### config.mk
export PLATFORM = sky130hd
export DESIGN_NAME = pc_sequencer_flat
export DESIGN_NICKNAME = d
export VERILOG_FILES = /design/src/rtl/pc_sequencer_if.sv /design/src/rtl/pc_sequencer.sv /design/src/flat_wrapper.sv
export SDC_FILE = /design/constraint.sdc
export NUM_CORES = 1
export LEC_CHECK = 0
export CAP_MARGIN = 20
export CORE_MARGIN = 3
export CORE_UTILIZATION = 48
export CTS_CLUSTER_SIZE = 40
export DETAILED_ROUTE_END_ITERATION = 8
export GPL_ROUTABILITY_DRIVEN = 0
export PLACE_DENSITY = 0.84
export SETUP_SLACK_MARGIN = 0.15
export SLEW_MARGIN = 25
export SYNTH_ARGS = -nofsm -noshare
export SYNTH_HDL_FRONTEND = slang
export SYNTH_SLANG_ARGS = --single-unit
### constraint.sdc
create_clock -name clk -period 2.4 [get_ports clk]
set_input_delay 0.24 -clock clk [delete_from_list [all_inputs] [get_ports clk]]
set_output_delay 0.24 -clock clk [all_outputs]
set_load 0.02 [all_outputs]
### src/rtl/pc_sequencer_if.sv
// Interface between the decoder/datapath and the pc_sequencer control FSM.
// The slave modport is the sequencer's view; master is the surrounding datapath's view.
interface pc_sequencer_if #(
  parameter int RETIRE_W = 32
);
  logic                mem_ready;
  logic [2:0]          ins_class;
  logic                branch_taken;
  logic                is_link;
  logic                md_busy;
  logic                exc_req;
  logic                pc_ena;
  logic [1:0]          pc_sel;
  logic                ir_ena;
  logic                mem_req;
  logic                mem_we;
  logic                rf_we;
  logic                md_start;
  logic                epc_ena;
  logic [2:0]          state;
  logic [RETIRE_W-1:0] retired;

  modport slave (
    input  mem_ready, ins_class, branch_taken, is_link, md_busy, exc_req,
    output pc_ena, pc_sel, ir_ena, mem_req, mem_we, rf_we, md_start, epc_ena,
           state, retired
  );

  modport master (
    output mem_ready, ins_class, branch_taken, is_link, md_busy, exc_req,
    input  pc_ena, pc_sel, ir_ena, mem_req, mem_we, rf_we, md_start, epc_ena,
           state, retired
  );
endinterface

### src/rtl/pc_sequencer.sv
// Multi-cycle fetch/execute sequencer: PC load control, datapath strobes, retire count.
// Optional exception path enabled by defining PC_SEQ_EXC_EN.
module pc_sequencer #(
  parameter int RETIRE_W = 32
) (
  input  logic            clk,
  input  logic            rst,
  pc_sequencer_if.slave   bus
);

  typedef enum logic [2:0] {
    S_IF  = 3'd0,
    S_ID  = 3'd1,
    S_EX  = 3'd2,
    S_MEM = 3'd3,
    S_WB  = 3'd4,
    S_MDW = 3'd5,
    S_EXC = 3'd6,
    S_ILL = 3'd7
  } state_e;

  localparam logic [2:0] C_ALU    = 3'd0;
  localparam logic [2:0] C_LOAD   = 3'd1;
  localparam logic [2:0] C_STORE  = 3'd2;
  localparam logic [2:0] C_BRANCH = 3'd3;
  localparam logic [2:0] C_JUMP   = 3'd4;
  localparam logic [2:0] C_MULDIV = 3'd5;

  localparam logic [1:0] SEL_PC4 = 2'd0;
  localparam logic [1:0] SEL_BR  = 2'd1;
  localparam logic [1:0] SEL_JMP = 2'd2;
  localparam logic [1:0] SEL_EXC = 2'd3;

  localparam logic [RETIRE_W-1:0] RET_ONE = {{(RETIRE_W-1){1'b0}}, 1'b1};

  state_e              state_r;
  state_e              next_s;
  logic [RETIRE_W-1:0] retired_r;
  logic                retire_s;
  logic                exc_s;
  logic                pc_ena_s;
  logic [1:0]          pc_sel_s;
  logic                ir_ena_s;
  logic                mem_req_s;
  logic                mem_we_s;
  logic                rf_we_s;
  logic                md_start_s;
  logic                epc_ena_s;

  // Exception request is only honoured when the exception path is built in.
  always_comb begin
`ifdef PC_SEQ_EXC_EN
    exc_s = bus.exc_req;
`else
    exc_s = 1'b0;
`endif
  end

  // Next-state, retire and strobe decode from the current state and decoder inputs.
  always_comb begin
    next_s     = S_IF;
    retire_s   = 1'b0;
    pc_ena_s   = 1'b0;
    pc_sel_s   = SEL_PC4;
    ir_ena_s   = 1'b0;
    mem_req_s  = 1'b0;
    mem_we_s   = 1'b0;
    rf_we_s    = 1'b0;
    md_start_s = 1'b0;
    epc_ena_s  = 1'b0;
    case (state_r)
      S_IF: begin
        mem_req_s = 1'b1;
        if (bus.mem_ready) begin
          ir_ena_s = 1'b1;
          pc_ena_s = 1'b1;
          pc_sel_s = SEL_PC4;
          next_s   = S_ID;
        end else begin
          next_s   = S_IF;
        end
      end
      S_ID: begin
        next_s = S_EX;
      end
      S_EX: begin
        if (exc_s) begin
          next_s = S_EXC;
        end else begin
          case (bus.ins_class)
            C_ALU:   next_s = S_WB;
            C_LOAD:  next_s = S_MEM;
            C_STORE: next_s = S_MEM;
            C_BRANCH: begin
              pc_ena_s = bus.branch_taken;
              pc_sel_s = bus.branch_taken ? SEL_BR : SEL_PC4;
              retire_s = 1'b1;
              next_s   = S_IF;
            end
            C_JUMP: begin
              pc_ena_s = 1'b1;
              pc_sel_s = SEL_JMP;
              rf_we_s  = bus.is_link;
              retire_s = 1'b1;
              next_s   = S_IF;
            end
            C_MULDIV: begin
              md_start_s = 1'b1;
              next_s     = S_MDW;
            end
            default: begin
              retire_s = 1'b1;
              next_s   = S_IF;
            end
          endcase
        end
      end
      S_MEM: begin
        mem_req_s = 1'b1;
        mem_we_s  = (bus.ins_class == C_STORE);
        if (!bus.mem_ready) begin
          next_s = S_MEM;
        end else if (bus.ins_class == C_LOAD) begin
          next_s = S_WB;
        end else begin
          retire_s = 1'b1;
          next_s   = S_IF;
        end
      end
      S_WB: begin
        rf_we_s  = 1'b1;
        retire_s = 1'b1;
        next_s   = S_IF;
      end
      S_MDW: begin
        if (bus.md_busy) begin
          next_s = S_MDW;
        end else begin
          retire_s = 1'b1;
          next_s   = S_IF;
        end
      end
`ifdef PC_SEQ_EXC_EN
      S_EXC: begin
        epc_ena_s = 1'b1;
        pc_ena_s  = 1'b1;
        pc_sel_s  = SEL_EXC;
        next_s    = S_IF;
      end
`endif
      default: begin
        next_s = S_IF;
      end
    endcase
  end

  // State and retire counter; reset aborts any in-flight access without retiring.
  always_ff @(posedge clk or posedge rst) begin
    if (rst) begin
      state_r   <= S_IF;
      retired_r <= '0;
    end else begin
      state_r <= next_s;
      if (retire_s) begin
        retired_r <= retired_r + RET_ONE;
      end else begin
        retired_r <= retired_r;
      end
    end
  end

  // Strobes are forced low while reset is held, even though IF would request memory.
  assign bus.pc_ena   = pc_ena_s   & ~rst;
  assign bus.pc_sel   = rst ? SEL_PC4 : pc_sel_s;
  assign bus.ir_ena   = ir_ena_s   & ~rst;
  assign bus.mem_req  = mem_req_s  & ~rst;
  assign bus.mem_we   = mem_we_s   & ~rst;
  assign bus.rf_we    = rf_we_s    & ~rst;
  assign bus.md_start = md_start_s & ~rst;
  assign bus.epc_ena  = epc_ena_s  & ~rst;
  assign bus.state    = state_r;
  assign bus.retired  = retired_r;

endmodule

### src/flat_wrapper.sv
// flat-port wrapper written by rule: the top's interface ports become plain ports
module pc_sequencer_flat 
#(
  parameter int RETIRE_W = 32
)
  (clk, rst, bus_mem_ready, bus_ins_class, bus_branch_taken, bus_is_link, bus_md_busy, bus_exc_req, bus_pc_ena, bus_pc_sel, bus_ir_ena, bus_mem_req, bus_mem_we, bus_rf_we, bus_md_start, bus_epc_ena, bus_state, bus_retired);
  pc_sequencer_if #(.RETIRE_W(RETIRE_W)) bus_i ();
  input  logic clk;
  input  logic rst;
  input wire logic [$bits(bus_i.mem_ready)-1:0] bus_mem_ready;
  input wire logic [$bits(bus_i.ins_class)-1:0] bus_ins_class;
  input wire logic [$bits(bus_i.branch_taken)-1:0] bus_branch_taken;
  input wire logic [$bits(bus_i.is_link)-1:0] bus_is_link;
  input wire logic [$bits(bus_i.md_busy)-1:0] bus_md_busy;
  input wire logic [$bits(bus_i.exc_req)-1:0] bus_exc_req;
  output wire logic [$bits(bus_i.pc_ena)-1:0] bus_pc_ena;
  output wire logic [$bits(bus_i.pc_sel)-1:0] bus_pc_sel;
  output wire logic [$bits(bus_i.ir_ena)-1:0] bus_ir_ena;
  output wire logic [$bits(bus_i.mem_req)-1:0] bus_mem_req;
  output wire logic [$bits(bus_i.mem_we)-1:0] bus_mem_we;
  output wire logic [$bits(bus_i.rf_we)-1:0] bus_rf_we;
  output wire logic [$bits(bus_i.md_start)-1:0] bus_md_start;
  output wire logic [$bits(bus_i.epc_ena)-1:0] bus_epc_ena;
  output wire logic [$bits(bus_i.state)-1:0] bus_state;
  output wire logic [$bits(bus_i.retired)-1:0] bus_retired;
  assign bus_i.mem_ready = bus_mem_ready;
  assign bus_i.ins_class = bus_ins_class;
  assign bus_i.branch_taken = bus_branch_taken;
  assign bus_i.is_link = bus_is_link;
  assign bus_i.md_busy = bus_md_busy;
  assign bus_i.exc_req = bus_exc_req;
  assign bus_pc_ena = bus_i.pc_ena;
  assign bus_pc_sel = bus_i.pc_sel;
  assign bus_ir_ena = bus_i.ir_ena;
  assign bus_mem_req = bus_i.mem_req;
  assign bus_mem_we = bus_i.mem_we;
  assign bus_rf_we = bus_i.rf_we;
  assign bus_md_start = bus_i.md_start;
  assign bus_epc_ena = bus_i.epc_ena;
  assign bus_state = bus_i.state;
  assign bus_retired = bus_i.retired;
  pc_sequencer #(.RETIRE_W(RETIRE_W)) u_core (.clk(clk), .rst(rst), .bus(bus_i));
endmodule
Run 1, routed clock nets over the placement:
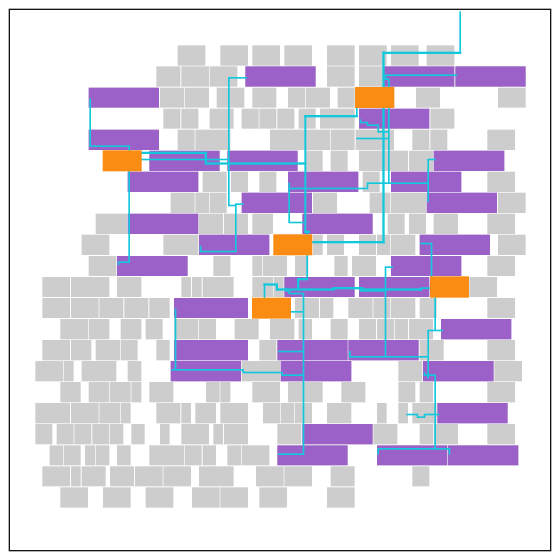
Key: orange = clock-net drivers [count 5]; cyan = clock wires [length 417 um]; purple = flip-flops [count 35]
There are 6 routed clock nets.
clock latency on the worst-skew pair: 0.29 ns
Layout Skew: 0.00750 ns

Run 1, sequential cells coloured by netlist name:
Bar = 20 um.
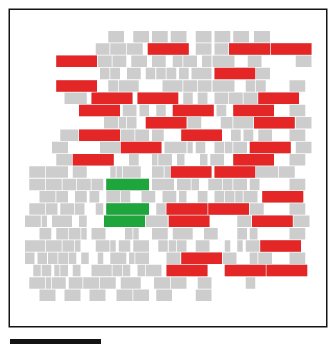
Key: green = `u_core.bus.state` [placed flops 3]; red = `u_core.bus.retired` [placed flops 32]
utilization after layout: 0.691
fraction of standard cell area that is sequential: 0.335
Seq. cell area: 878 um2
seq pwr: 0.792 mW

Run 1, cells by drive strength:
Bar = 20 um.
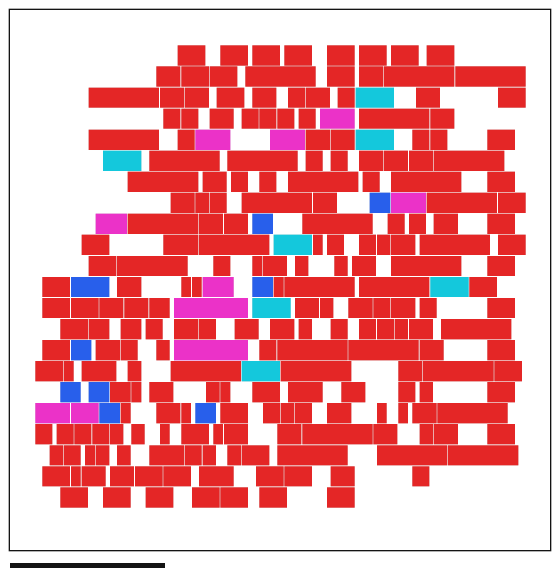
Key: red = x1 and smaller [cells 216, share 89%]; magenta = x2 [cells 10, share 4.1%]; blue = x3 and x4 [cells 9, share 3.7%]; cyan = x6 and larger [cells 7, share 2.9%]
post-route cell area: 0.00262 mm2
total of plain and repair buffers excluding clock buffers: 59

==> notes.md, run 1 <==
Implementation status.

- The number of antenna violations at the first check in global routing is 0.
- OpenSTA, run right after detailed placement, puts the worst setup slack at 0.0390 ns.
- The destination of the critical timing path is bus_pc_ena.
- The stage delay of the slowest cell on the critical path is 0.62 ns.
- The switching power total is 0.729 mW.
- In this run the full chip footprint comes out at 0.00487 mm2.
- The worst-case headroom to the max-slew limit is 0.613.
- Tracing the worst setup path back leads to its startpoint at u_core.bus.state[0].
- In this run, post-CTS repair resized a total of 2 instances.
- The post-placement cell area is 0.00250 mm2.
- The number of well taps is 48.
- The routed layout reports a DRC error count of 0.
- Per the placement report, the placed cell count is 282.
- The final timing report lists a max-slew violation count of 0.
- The fraction of area in multi-input gates is 0.380.
- For this run, the detailed router reports a per-instance via density of 5.46.
- In this run the standard cell core region covers 0.00380 mm2.
- The static leakage is 1.18 nW.
- The main area contributors are sky130_fd_sc_hd__dfrtp_1 (45%), sky130_fd_sc_hd__xnor2_1 (13%), sky130_fd_sc_hd__nand4_1 (5.1%).
- The clock buffer count from CTS is 5.
- The number of top-level design ports is 54.
- The global-route wire length before repair is 7370 um.
- The row count is 22.
- The highest ir drop seen on vdd is 0.606 mV.
- The instance tally after logic synthesis is 189.
- The switching fraction of total power is 0.373.
- The arrival time of the worst setup path is 1.91 ns.
- The number of I/O port buffers is 51.
- The fraction of post-synthesis cell area in the top cell type by area is 0.448.
- The post-synthesis to final-layout area growth is 34.3%.
- The timing report shows that the slowest cell on the worst path is sky130_fd_sc_hd__clkdlybuf4s50_1.
- In this run, the number of DRC markers left after iteration 0 of detailed routing was 160.
- The non-clock buffer contribution to total cell area is 0.220.
- The iteration tally of the first detailed-router pass is 4.
- In this run the critical path is formed by nor3_1, o21ai_0, a21oi_1, clkdlybuf4s50_1.
- After layout, the clock buffer instance count stands at 8.
- The smallest clock period supported by the final layout is computed as 2.15 ns.
- The number of nets in the synthesized netlist is 200.
- In the layout the tool counted multi-input logic cells amounting to 137.
- The count of clock tree sinks is 35.
- Summing internal, switching and leakage power gives 1.95 mW.
- Once detailed placement completed, the half-perimeter wirelength came to 3000 um.
- The transition time recorded at the tightest slew-check pin is 0.581 ns.
- The maximum operating frequency is 0.466 GHz.
- The number of warning messages in the logs is 29.
- The synthesized netlist has a Yosys-reported chip area of 0.00195 mm2.
- In this run, power in the clock network comes to 0.460 mW.
- The cell taking the most area after synthesis is sky130_fd_sc_hd__dfrtp_1.
- The number of diodes is 0.
- The overall overflow remaining after global route is 0.
- The number of buffers on the longest clock path is 2.
- The number of post-CTS setup repair buffers is 0.
- The last timing report of the flow puts the setup violation total at 0.
- Per the final report, the share of cell area in clock cells is 0.0381.
- Of all flip-flops after synthesis, the portion carrying an async set or reset was 1.00.
- The average wire per standard cell is 14.6 um.
- The flop-to-flop setup slack is 0.49 ns.
- The footprint of the multi-input gates is 997 um2.
- The TritonCTS clock tree is done.
- Entering global routing, the biggest net connects 36 pins.
- STA shows the worst min-delay path finishing at u_core.bus.retired[31].
- Combinational cells consume a total of 0.702 mW.
- The total global routing track utilization is 0.185.
- Sorting the synthesized cells by how often they occur yields sky130_fd_sc_hd__dfrtp_1 (35), sky130_fd_sc_hd__xnor2_1 (30), sky130_fd_sc_hd__nand4_1 (16).
- Among all cell classes, the greatest summed area belongs to multi-input combinational cells.
- The run finished with clean final reports.
- In this run the worst hold path is classified as reg2reg.
- For this run, the post-layout net count is 252.
- The flip-flop and latch count after synthesis is 35.
- The buffer cell driving the clock tree root is sky130_fd_sc_hd__clkbuf_8.
- Summing every instance area after synthesis gives 0.00195 mm2.
- The post-route setup TNS is 0 ns.
- Per the detail_route report, the via count comes to 1584.
- The mean area per synthesized cell is 10.3 um2.
- The largest part of the power goes to sequential cells.
- In the Yosys report the total cell count is 189.
- Of the total power, registers draw 0.405.
- The worst reg2reg path endpoint is u_core.bus.retired[13].
- The final routed wirelength across all metal layers is 4220 um.
- The power report attributes to the clock group a share of 0.235.
- The via count of the first global-routing pass was 1514.
- Measured in cells, the most critical reg-to-reg path has a length of 6.
- The cell class contributing the biggest share of worst-path delay is buffers and inverters.
- The count of nets left with antenna violations after detail routing is 0.
- Along the worst hold path, the cell count comes to 1.
- CTS built an H-tree with a depth of 2.
- The share of the core area taken by cells at floorplan is 0.514.
- The count of flip-flops and latches is 35.
- The cell with the most instances after synthesis is sky130_fd_sc_hd__dfrtp_1.
- The worst hold path begins at u_core.bus.retired[31].
- The share of synthesized area occupied by flip-flops and latches is 0.448.
- The path length in cells of the critical path is 4.
- Looking at the critical path, the highest net fanout was 18.
- The worst setup path is captured at an output port.
- Setup repair after global routing could not meet its margin everywhere.
- After layout, the worst setup slack is 0.253 ns.
- The total buffers and inverters traversed by the critical path is 1.
- The CTS clock-pin slew for the worst setup and hold paths is 0.06 ns.
- For this run, the leading register cell type out of synthesis is sky130_fd_sc_hd__dfrtp_1.
- The distinct cell type count after synthesis is 38.
- After layout, the inverter instance count without clock inverters stands at 3.
- The number of warning messages in the yosys log is 0.
- The share of layout cells above drive strength 1 is 0.107.
- The type of the worst setup path is reg2out.
- The final hold slack is 0.476 ns.
- The number of hold buffers added after CTS was 0.
- The filler cell count is 315.
- The internal cell power is 1.23 mW.
- The proportion of power drawn by combinational gates is 0.359.
- The synthesized design contains 0 enable-type register cells.
- The total count of hold-check failures in the final report is 0.
- In the finished design, the share of the clock period the worst path needs comes to 0.895.
- The most instantiated logic cell after routing is sky130_fd_sc_hd__clkdlybuf4s50_1.
- The number of violations of the max-capacitance limit is 0.
- The startpoint type of the worst setup path is a flop.
- The launching point of the worst reg2reg path is u_core.bus.state[2].
- The flow reported a cell area power density of 745 mW/mm2.
- Leaving out fill and tap cells, the most frequent cells in the layout are sky130_fd_sc_hd__clkdlybuf4s50_1 (47), sky130_fd_sc_hd__dfrtp_1 (33), sky130_fd_sc_hd__xnor2_1 (30).
## run 1: cells by family after synthesis
family / Yosys count / share of synthesized area
AND-OR/OR-AND: 14 / 0.0493
other: 1 / 0.00192
adder cells (fa/ha/maj): 1 / 0.00640
multiplexers: 2 / 0.0109
AND/OR/NAND/NOR: 84 / 0.280
buffers and inverters: 17 / 0.0467
flip-flops: 35 / 0.448
XOR/XNOR: 35 / 0.157
## run 1: layer usage
| layer | wire length [um] | vias to the layer above | track usage |
|---|---|---|---|
| li1 | - | 780 | - |
| met5 | 0 | - | 0 |
| met1 | 1930 | 770 | 0.247 |
| met2 | 2110 | 29 | 0.295 |
| met4 | 39 | 0 | 0.0511 |
| met3 | 141 | 5 | 0.0522 |
## run 1: state kept, by name (all words and copies together), names as in the netlist
register	count
u_core.bus.state	3
u_core.bus.retired	32
## Run 2: what changed since run 1
CTS_CLUSTER_SIZE = not set   (was 40)
REMOVE_ABC_BUFFERS = 1   (was not set)
Run 2, placement by cell class:
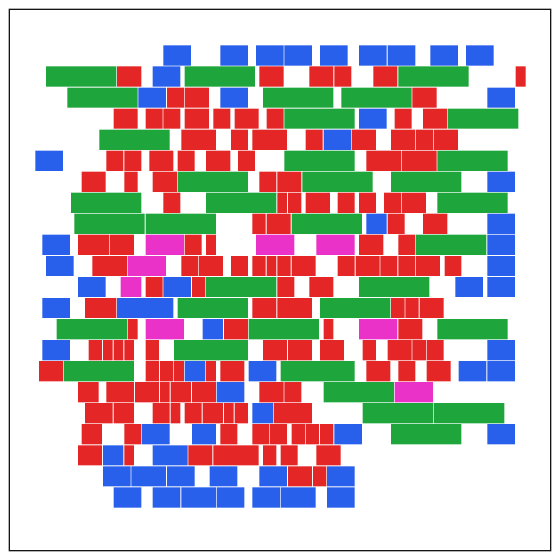
Key: magenta = clock drivers and dummy loads [cells 8]; red = remaining logic cells [cells 140]; green = registers [cells 35]; blue = remaining buffers and delay cells [cells 57]
post-route cell area: 0.00263 mm2
Row Count: 22
fraction of standard cell area that is sequential: 0.334
Placeable Area: 0.00380 mm2

==> run 2 against run 1 <==
- sequential power shrank 0.5%
- critical path type unchanged
- register-to-register slack improved by 0.08 ns
- largest power group unchanged
- non-clock buffer count is 2 lower
- cell count decreased by 0.69%
- via count grew 2.4%
==> notes.md, run 2 <==
Implementation status.

- The worst-case setup slack after placement is 0.0800 ns (+0.0410 ns).
- The path length in cells of the critical path is 5 (+1).
- For reference, the critical path cell chain is nand2b_4, inv_1, a31oi_1, nor3_1, clkdlybuf4s50_1.
- The destination of the critical timing path is bus_rf_we.
- The global-route wire length before repair was 7170 um (-2.7%).
- The power per unit of standard cell area is 742 mW/mm2 (-0.33%).
- The via count of the first global-routing pass is 1516 (+0.13%).
- Yosys attributes the largest share of cell area to sky130_fd_sc_hd__dfrtp_1 (45%), sky130_fd_sc_hd__xnor2_1 (13%), sky130_fd_sc_hd__nand4_1 (5.1%).
- The post-route setup TNS is 0 ns (unchanged).
- The average wire per standard cell is 14.4 um (-0.88%).
- The share of synthesized area spent on multiplexers is 0.0109 (unchanged).
- The insertion delay at the late pin of the worst-skew pair came to 0.28 ns (about the same).
- The distinct cell type count after synthesis was 38 (unchanged).
- The routing layer with the top usage in global route is met1.
- The run finished with clean final reports.
- The combined flip-flop and latch cell area is 878 um2 (unchanged).
- The maximum number of pins on one net before global-route repair is 36 (unchanged).
- The mean area per synthesized cell is 10.3 um2 (unchanged).
- The footprint of the multi-input gates is 0.00100 mm2 (+0.38%).
- The largest cell class by area is multi-input combinational cells.
- The met1 usage in global routing came to 0.266 (+0.0192).
- The CTS clock-pin slew for the worst setup and hold paths is 0.06 ns (about the same).
- Yosys shows that the main logic family after synthesis is simple AND/OR/NAND/NOR gates.
- The initial core utilization is 0.514 (unchanged).
- The startpoint identified for the worst register-to-register timing path is u_core.bus.state[2].
- The type recorded for the worst min-delay path is in2reg.
- The maximum operating frequency came to 0.459 GHz (-1.5%).
- The switching power total came to 0.724 mW (-0.66%).
- The arrival time of the worst setup path is 1.94 ns (+0.03 ns).
- The filler cell count came to 295 (-6.3%).
- The library cell contributing the largest single delay on the critical path is sky130_fd_sc_hd__clkdlybuf4s50_1.
- The fraction of registers with async set or reset after synthesis is 1.00 (unchanged).
- The element type at the critical path end is an output port.
- The internal cell power is 1.23 mW (+0.32%).
- TritonCTS built the clock tree.
- The number of well taps is 48 (unchanged).
- The cell with the most instances after synthesis is sky130_fd_sc_hd__dfrtp_1.
- The proportion of power drawn by combinational gates is 0.356 (-0.003).
- The flip-flop and latch count after synthesis is 35 (unchanged).
- The clock-cell share of area is 0.0395 (+0.00132).
- The non-clock buffer contribution to total cell area was 0.219 (-0.000627).
- The non-clock inverter count in the final layout is 3 (unchanged).
- The power dissipated in the clock network is 0.469 mW (+2%).
- The number of flip-flops under the largest register name is 32 (unchanged).
- The number of antenna violations at the first check in global routing came to 0 (unchanged).
- The number of nets in the final layout was 250 (-0.79%).
- The count of clock tree sinks is 35 (unchanged).
- The number of diodes is 0 (unchanged).
- The primary flip-flop cell chosen by synthesis mapping is sky130_fd_sc_hd__dfrtp_1.
- The total global routing track utilization is 0.179 (-0.00600).
- The number of top-level design ports was 54 (unchanged).
- The number of post-CTS setup repair buffers is 0 (unchanged).
- The total setup violations reported at the end of the flow is 0 (unchanged).
- The final routed wirelength across all metal layers is 4160 um (-1.6%).
- The overall power is 1.95 mW (about the same).
- The fraction of post-synthesis cell area in the top cell type by area is 0.448 (unchanged).
- The netlist area before placement is 0.00195 mm2 (unchanged).
- The fraction of the mapped netlist area in adder cells was 0.00640 (unchanged).
- The share of synthesized area occupied by flip-flops and latches is 0.448 (unchanged).
- The post-placement cell area came to 0.00250 mm2 (about the same).
- The ratio of routed vias to standard cells is 5.63 (+3.1%).
- The count of pins over their slew limit came to 0 (unchanged).
- The overall overflow remaining after global route is 0 (unchanged).
- The number of signal-net buffers in the layout is 57 (-3.4%).
- The count of hold buffers inserted by post-cts repair was 0 (unchanged).
- The maximum fanout count along the critical path is 9 (-9).
- The routed metal-1 wire length came to 1960 um (+1.8%).
- The worst-margin pin slew is 0.551 ns (-0.0298 ns).
[run 2: cell counts after synthesis]
Identical to the previous run, type by type.
[run 2: per-stage QoR]
| stage | utilization | std cells |
|---|---|---|
| floorplan | - | 175 |
| global placement | 0.659 | 280 |
| detailed placement | 0.659 | 280 |
| CTS | 0.687 | 288 |
| global route | 0.693 | 288 |
| finish | 0.693 | 288 |
[run 2: worst min path at each step]
stage                        endpoint  slack, ns  depth (start not counted)
2_1_floorplan     u_core.bus.state[2]       0.34                          1
3_3_place_gp   u_core.bus.retired[31]       0.46                          1
3_5_place_dp   u_core.bus.retired[31]       0.47                          1
4_1_cts        u_core.bus.retired[31]       0.48                          1
5_1_grt           u_core.bus.state[2]       0.44                          2
6_report          u_core.bus.state[2]       0.43                          2
## Run 3: what changed since run 2
RECOVER_POWER = 50   (was not set)
Run 3, placement by cell class:
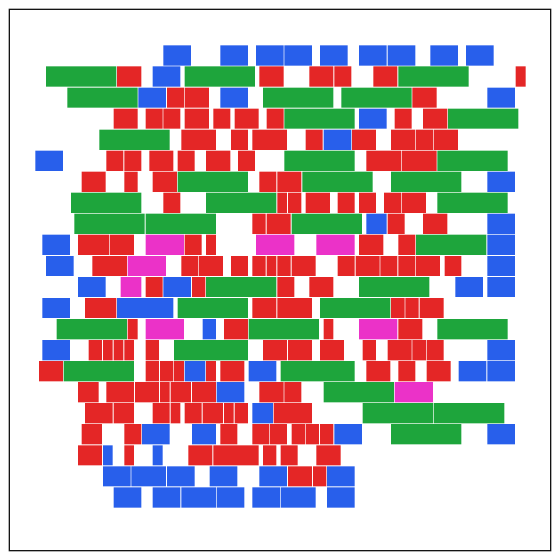
Key: green = registers [cells 35]; magenta = clock drivers and dummy loads [cells 8]; blue = remaining buffers and delay cells [cells 57]; red = remaining logic cells [cells 140]
post-route cell area: 0.00262 mm2
utilization after layout: 0.689
fraction of standard cell area that is sequential: 0.336

==> run 3 against run 2 <==
- power shrank 0.31%
- core utilization shrank 0.40 points
- via count is essentially flat
- flip-flop count is the same
- clock-buffer cell count is the same
- worst hold slack lost 0.0063 ns
==> notes.md, run 3 <==
Implementation status.

- Synthesis handed over a netlist of 189 instances.
- For this design, the slowest cell found on the critical path is sky130_fd_sc_hd__clkdlybuf4s50_1.
- The maximum operating frequency is 0.460 GHz (+0.29%).
- Traced cell by cell, the critical path runs through clkdlybuf4s50_1, clkbuf_1, nor3b_1, and4_1, clkdlybuf4s50_1.
- In the final run the clock tree shows a worst skew of 0.00661 ns.
- The cell count after placement is 280 (unchanged).
- The data required time of the critical path is 2.16 ns.
- The post-route setup TNS is 0 ns (unchanged).
- The average wire per standard cell was 14.4 um (about the same).
- The iteration tally of the first detailed-router pass is 4.
- The insertion delay at the late pin of the worst-skew pair is 0.28 ns (about the same).
- The share of synthesized area occupied by flip-flops and latches is 0.448 (unchanged).
- The launch point of the worst register-to-register path is recorded as u_core.bus.state[2].
- In this design, the critical path's most frequently occurring cell is sky130_fd_sc_hd__clkdlybuf4s50_1.
- Clock tree synthesis inserted a total of 5 buffers.
- The post-synthesis to final-layout area growth is 33.9%.
- The wire length on met2 is 1930 um.
- The netlist area before placement is 0.00195 mm2 (unchanged).
- The global-route wire length before repair came to 7170 um (unchanged).
- The worst path meets setup with 0.228 ns of slack.
- In this run the most used layer during global routing was met1.
- The type of the worst setup path is in2out.
- The static leakage is 1.21 nW.
- The overall overflow remaining after global route came to 0 (unchanged).
- The DRC violation total after the first TritonRoute iteration is 93.
- The most common logic cells in the final layout are sky130_fd_sc_hd__dfrtp_1 (33), sky130_fd_sc_hd__xnor2_1 (30), sky130_fd_sc_hd__clkdlybuf4s50_1 (28).
- The flip-flop and latch count after synthesis is 35 (unchanged).
- After synthesis, the design contains 189 cells according to Yosys.
- The overall die size recorded for this design is 0.00487 mm2.
- The class of the worst hold path is in2reg.
- The ratio of routed vias to standard cells came to 5.64 (about the same).
- Note, the detailed placer reported a final HPWL of 2990 um.
- In this run the remaining antenna-violating nets after routing total 0.
- The initial core utilization came to 0.514 (unchanged).
- The number of top-level design ports is 54 (unchanged).
- The synthesis report lists the most area-consuming cells as sky130_fd_sc_hd__dfrtp_1 (45%), sky130_fd_sc_hd__xnor2_1 (13%), sky130_fd_sc_hd__nand4_1 (5.1%).
- The arrival time of the worst setup path was 1.93 ns (about the same).
- The fraction of the mapped netlist area in adder cells is 0.00640 (unchanged).
- The depth of the most critical reg-to-reg path is 6.
- The flow ran to the end, and the final reports show no timing, DRC or antenna violations.
- The maximum number of pins on one net before global-route repair is 36 (unchanged).
- The final cell count without fillers is 288 (unchanged).
- The cell with the most instances after synthesis is sky130_fd_sc_hd__dfrtp_1.
- According to the floorplan report, the die width is 69.8 um.
- The number of violations of the max-capacitance limit is 0.
- The die boundary height is 69.8 um.
- The via count of the first global-routing pass is 1516 (unchanged).
- The row count was 22 (unchanged).
- The final routed wirelength across all metal layers is 4160 um (about the same).
- Setup repair after global routing could not meet its margin everywhere.
- The fraction of post-synthesis cell area in the top cell type by area is 0.448 (unchanged).
- The number of warning messages in the yosys log is 0.
- Counting instances in the post-synthesis netlist gives the leading cell types as sky130_fd_sc_hd__dfrtp_1 (35), sky130_fd_sc_hd__xnor2_1 (30), sky130_fd_sc_hd__nand4_1 (16).
- The number of flip-flops under the largest register name came to 32 (unchanged).
- The post-placement cell area is 0.00250 mm2 (unchanged).
- The flop-to-flop setup slack is 0.57 ns.
- The maximum fanout count along the critical path is 6 (-3).
- The final critical-path share of the clock period is 0.905.
- The number of warning messages in the logs is 28.
- The worst-margin pin slew is 0.848 ns (+0.298 ns).
- The xor/xnor cell area share of the yosys netlist is 0.157.
- The area figure in the yosys stat output is 0.00195 mm2.
- On the critical path the largest part of the delay comes from buffers and inverters.
- The most instantiated logic cell after routing is sky130_fd_sc_hd__dfrtp_1.
- The capture point of the worst register-to-register path is recorded as u_core.bus.retired[13].
- The count of clock tree sinks came to 35 (unchanged).
- The startpoint type of the worst setup path is an input port.
- The distinct cell type count after synthesis came to 38 (unchanged).
- For this run, the slowest stage of the critical path takes 0.61 ns.
- The post-synthesis share of cell area spent on and, or, nand and nor gates is 0.280.
- The TritonCTS clock tree is done.
- The final hold slack is 0.425 ns.
- The filler cell count came to 301 (+2.0%).
- The startpoint of the tightest hold check path is bus_ins_class[1].
- The power per unit of standard cell area is 744 mW/mm2 (+0.26%).
- The buffer cell driving the clock tree root is sky130_fd_sc_hd__clkbuf_8.
- The total number of H-tree levels is 2.
- The number of nets in the final layout was 250 (unchanged).
- The number of diodes is 0 (unchanged).
- After detailed routing, the number of remaining DRC violations is 0.
- Counting flops with a built-in enable in the synthesized netlist gives 0.
- The worst-case setup slack after placement came to 0.0800 ns (unchanged).
- The detailed router used layers up to and including met4.
- For this run, the leading register cell type out of synthesis is sky130_fd_sc_hd__dfrtp_1.
- STA classifies the critical path endpoint as an output port.
- The worst-case headroom to the max-slew limit is 0.434.
- The overall power is 1.95 mW (-0.31%).
- The met1 usage in global routing is 0.266 (unchanged).
- According to the timing report, the critical path is launched from bus_ins_class[2].
- The share of layout cells above drive strength 1 is 0.100.
- The total count of hold-check failures in the final report is 0.
- The largest non-sequential cell family by area is simple AND/OR/NAND/NOR gates.
- IR analysis of the VDD net gives a maximum drop of 0.847 mV.
- The routed metal-1 wire length is 1920 um (-2.1%).
- The destination of the worst hold path is u_core.bus.state[2].
- The core region area is 0.00380 mm2 (unchanged).
- The mean area per synthesized cell is 10.3 um2 (unchanged).
- The count of pins over their slew limit was 0 (unchanged).
- The CTS clock-pin slew for the worst setup and hold paths is 0.06 ns (about the same).
- The routed design uses 244 um of met3 wire.
- In this run, the synthesized area fraction spent on AND-OR/OR-AND gates is recorded as 0.0493.
- The met3 usage is 0.0435.
- The fraction of registers with async set or reset after synthesis is 1.00 (unchanged).
- The minimum clock period is 2.17 ns.
- Per the post-run analysis, buffers plus inverters along the critical path come to 3.
- The path length in cells of the critical path came to 5 (unchanged).
- The hold-critical path depth is 2 (unchanged).
- The number of I/O port buffers is 51.
- The total global routing track utilization is 0.179 (unchanged).
- The number of antenna violations at the first check in global routing came to 0 (unchanged).
- Sorting the Yosys area breakdown by cell type puts at the top sky130_fd_sc_hd__dfrtp_1.
- The share of synthesized area spent on multiplexers is 0.0109 (unchanged).
- The total setup violations reported at the end of the flow is 0 (unchanged).
- No sink is reached through more buffers than the 2 on the longest clock path.
- The destination of the critical timing path is bus_mem_we.
- The detailed router placed 1623 vias in this run.
- The met2 usage is 0.254.
## run 3: cell counts after synthesis
No cell type changed its count.
## run 3: layout make-up
| type | count | area (um2) | share of cell area |
|---|---|---|---|
| Multi-Input combinational cell | 137 | 1000 | 0.383 |
| Tap cell | 48 | 60.1 | 0.0230 |
| Sequential cell | 35 | 878 | 0.336 |
| Timing Repair Buffer | 57 | 562 | 0.215 |
| Clock buffer | 7 | 96.3 | 0.0368 |
| Inverter | 3 | 11.3 | 0.00430 |
| Clock inverter | 1 | 7.51 | 0.00287 |
## run 3: repair_timing
item	CTS	global route
buffers inserted	0	0
endpoints found under the hold margin	0	0
setup endpoints to repair	3	6
gates resized	2	8
hold buffers	0	0
## run 3: report_power, final
group | internal (mW) | switching [mW]
Clock | 0.261 | 0.208
Sequential | 0.655 | 0.133
Combinational | 0.307 | 0.383
Power figures rest on the tool's default switching activity, not on a simulated workload.
